**I/O nets highlighted**

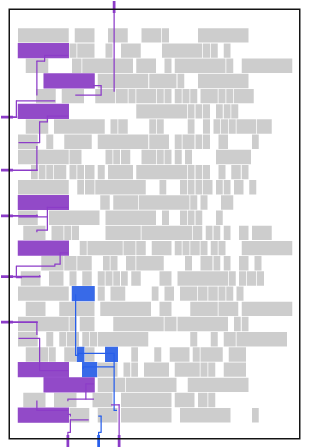
**Clock distribution**

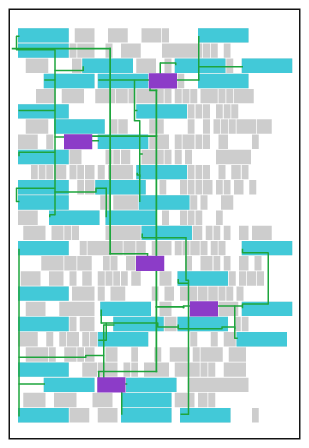
**Routed metal, one colour a layer**

Bar = 20 µm.
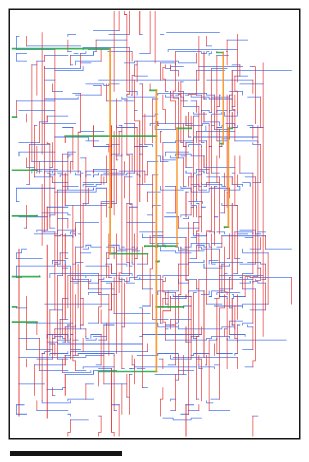
`src/rtl/sdrd_deserializer.sv`:
```
// SDRD serial capture: strobed bits assembled MSB first into a host-readable data register.
// Optional odd-parity bit after each byte is enabled by defining SDRD_PARITY_EN.
module sdrd_deserializer #(
   parameter int TIMEOUT = 255
) (
   input  logic       clk,
   input  logic       rst,
   input  logic       sdrd,
   input  logic       bit_stb,
   input  logic       frame_sync,
   input  logic       rd_stb,
   input  logic       clr_err,
   output logic [7:0] data,
   output logic       data_ready,
   output logic       busy,
   output logic       overrun,
   output logic       timeout_err,
   output logic       parity_err
);

   typedef enum logic [1:0] {
      IDLE  = 2'd0,
      SHIFT = 2'd1,
      PAR   = 2'd2
   } state_t;

   // Abort fires on the edge where the idle counter would reach TIMEOUT.
   localparam logic [15:0] TMO_LAST = 16'(TIMEOUT - 1);

   state_t      state_q, state_d;
   logic [7:0]  shiftReg_q, shiftReg_d;
   logic [2:0]  bitCnt_q, bitCnt_d;
   logic [15:0] tmoCnt_q, tmoCnt_d;
   logic [7:0]  dataReg_q, dataReg_d;
   logic        dataReady_q, dataReady_d;
   logic        busy_q, busy_d;
   logic        overrun_q, overrun_d;
   logic        timeoutErr_q, timeoutErr_d;
   logic        byteDone;
   logic [7:0]  byteNew;
   logic        tmoSet;
   logic        ovrSet;

   always_ff @(posedge clk or posedge rst) begin
      if (rst) begin
         state_q      <= IDLE;
         shiftReg_q   <= 8'h00;
         bitCnt_q     <= 3'd0;
         tmoCnt_q     <= 16'd0;
         dataReg_q    <= 8'h00;
         dataReady_q  <= 1'b0;
         busy_q       <= 1'b0;
         overrun_q    <= 1'b0;
         timeoutErr_q <= 1'b0;
      end else begin
         state_q      <= state_d;
         shiftReg_q   <= shiftReg_d;
         bitCnt_q     <= bitCnt_d;
         tmoCnt_q     <= tmoCnt_d;
         dataReg_q    <= dataReg_d;
         dataReady_q  <= dataReady_d;
         busy_q       <= busy_d;
         overrun_q    <= overrun_d;
         timeoutErr_q <= timeoutErr_d;
      end
   end

`ifdef SDRD_PARITY_EN
   logic parityErr_q, parityErr_d;
   logic parSet;

   always_ff @(posedge clk or posedge rst) begin
      if (rst) begin
         parityErr_q <= 1'b0;
      end else begin
         parityErr_q <= parityErr_d;
      end
   end

   always_comb begin
      parityErr_d = (parityErr_q & ~clr_err) | parSet;
   end

   assign parity_err = parityErr_q;
`else
   assign parity_err = 1'b0;
`endif

   always_comb begin
      state_d    = state_q;
      shiftReg_d = shiftReg_q;
      bitCnt_d   = bitCnt_q;
      tmoCnt_d   = tmoCnt_q;
      byteDone   = 1'b0;
      byteNew    = shiftReg_q;
      tmoSet     = 1'b0;
`ifdef SDRD_PARITY_EN
      parSet     = 1'b0;
`endif
      if (frame_sync) begin
         // A strobe coinciding with frame_sync is the first bit of the new byte.
         tmoCnt_d = 16'd0;
         if (bit_stb) begin
            shiftReg_d = {7'd0, sdrd};
            bitCnt_d   = 3'd1;
            state_d    = SHIFT;
         end else begin
            shiftReg_d = 8'h00;
            bitCnt_d   = 3'd0;
            state_d    = IDLE;
         end
      end else if (bit_stb) begin
         tmoCnt_d = 16'd0;
         case (state_q)
            IDLE, SHIFT: begin
               shiftReg_d = {shiftReg_q[6:0], sdrd};
               bitCnt_d   = bitCnt_q + 3'd1;
               if (bitCnt_q == 3'd7) begin
`ifdef SDRD_PARITY_EN
                  state_d  = PAR;
`else
                  byteDone = 1'b1;
                  byteNew  = {shiftReg_q[6:0], sdrd};
                  state_d  = IDLE;
`endif
               end else begin
                  state_d = SHIFT;
               end
            end
`ifdef SDRD_PARITY_EN
            PAR: begin
               byteDone = 1'b1;
               byteNew  = shiftReg_q;
               parSet   = ~(^{shiftReg_q, sdrd});
               bitCnt_d = 3'd0;
               state_d  = IDLE;
            end
`endif
            default: begin
               state_d  = IDLE;
               bitCnt_d = 3'd0;
            end
         endcase
      end else if (state_q != IDLE) begin
         if (tmoCnt_q == TMO_LAST) begin
            state_d    = IDLE;
            shiftReg_d = 8'h00;
            bitCnt_d   = 3'd0;
            tmoCnt_d   = 16'd0;
            tmoSet     = 1'b1;
         end else begin
            tmoCnt_d = tmoCnt_q + 16'd1;
         end
      end else begin
         tmoCnt_d = 16'd0;
      end
   end

   // A read in the completion cycle consumes the old byte, so it never counts as overrun.
   always_comb begin
      dataReg_d   = dataReg_q;
      dataReady_d = dataReady_q;
      ovrSet      = 1'b0;
      if (byteDone) begin
         dataReg_d   = byteNew;
         dataReady_d = 1'b1;
         ovrSet      = dataReady_q & ~rd_stb;
      end else if (rd_stb) begin
         dataReady_d = 1'b0;
      end
      busy_d       = (state_d != IDLE);
      overrun_d    = (overrun_q & ~clr_err) | ovrSet;
      timeoutErr_d = (timeoutErr_q & ~clr_err) | tmoSet;
   end

   assign data        = dataReg_q;
   assign data_ready  = dataReady_q;
   assign busy        = busy_q;
   assign overrun     = overrun_q;
   assign timeout_err = timeoutErr_q;

endmodule

```
`config.mk`:
```
export PLATFORM = sky130hd
export DESIGN_NAME = sdrd_deserializer
export DESIGN_NICKNAME = d
export VERILOG_FILES = /design/src/rtl/sdrd_deserializer.sv
export SDC_FILE = /design/constraint.sdc
export NUM_CORES = 1
export LEC_CHECK = 0
export ABC_AREA = 1
export CORE_ASPECT_RATIO = 1.5
export CORE_UTILIZATION = 55
export DETAILED_ROUTE_END_ITERATION = 8
export PLACE_DENSITY = 0.77
export SYNTH_ARGS = -nofsm -noshare
export SYNTH_HDL_FRONTEND = slang
export SYNTH_SLANG_ARGS = --single-unit
```
`constraint.sdc`:
```
create_clock -name clk -period 1.8 [get_ports clk]
set_input_delay 0.36 -clock clk [delete_from_list [all_inputs] [get_ports clk]]
set_output_delay 0.36 -clock clk [all_outputs]
set_load 0.01 [all_outputs]
```
==> CHANGELOG.md <==
## Implementation

* Number of max-cap violations at 0
* Placed cell count at 294
* Clk root buf: clkbuf_8
* Buffers on Ports at 18
* Seq share, synth at 49.02%
* Top-area cell share at 49.02%
* Highest net fanout along the worst path at 2
* Crit Reg-Reg Endpoint: data[3]
* Initial antenna violation count at 0
* Top cells, area: dfrtp_1, nand2_1, nor2_1
* Routed wl met3 at 87 µm
* Log Warnings at 27
* Crit Path Category: reg -> out
* Sequential power share at 52.4%
* Largest net degree at the start of global routing at 34
* Chip Height at 76.63 µm
* Static leakage at 1.126 nW
* Hold slack final at 0.3323 ns
* Pre-CTS setup slack at 0.05302 ns
* Post-Syn Instances at 232
* Mapped Area at 2042 µm²
* F_max at 0.6478 GHz
* CTS tree: yes
* Outcome: complete, no violations
* Placed cell area at 2306 µm²
* Global-route met1 utilization at 25.63%
* Post-route setup TNS at 0 ns
Notes on 'I/O nets highlighted' above:
colour	port	bits	direction	end cells	wire
blue	frame_sync	1	input	4	39.1 µm
purple	data	8	output	8	158 µm

Notes on 'clock distribution' above:
[green] clock wires | length: 495 µm
[purple] clock-net drivers | count: 5
[cyan] flip-flops | count: 40
routed clock nets	6
flops lie	all over the die
clock network power share: 41.3%
latest clock arrival within the worst-skew pair: 0.30 ns
Clk power: 0.000729 W
clk_skew: 0.009660 ns

Notes on 'routed metal, one colour a layer' above:
colour	layer	wire length
green	M3	87.4 µm
orange	M4	142 µm
blue	M1	1520 µm
red	M2	2180 µm
via count: 1559
DR WL/cell: 13.02 µm
Post-Route WL: 3932 µm

-- cell type report --
cell class / instances / share of cell area (%)
Clock buffer: 5 / 2.847
Clock inverter: 3 / 1.760
Inverter: 32 / 4.969
Multi-Input combinational cell: 156 / 37.01
Sequential cell: 40 / 41.41
Tap cell: 42 / 2.174
Timing Repair Buffer: 24 / 9.834
-- cell families after synthesis --
logic type / after synthesis / synth area share, %
compound gates: 11 / 3.247
fa+ha+maj: 4 / 2.451
mux: 8 / 4.412
other cells: 1 / 0.1836
buf+inv: 36 / 7.169
simple gates: 130 / 32.66
flops: 40 / 49.02
xor+xnor: 2 / 0.8580
-- registers in the layout, indices dropped and copies added (netlist names) --
name	cells
tmoCnt_q	16
overrun	1
data_ready	1
bitCnt_q	3
state_q	2
busy	1
data	8
timeout_err	1
shiftReg_q	7
No activity file was given, so power comes from the tool's default toggle rates.
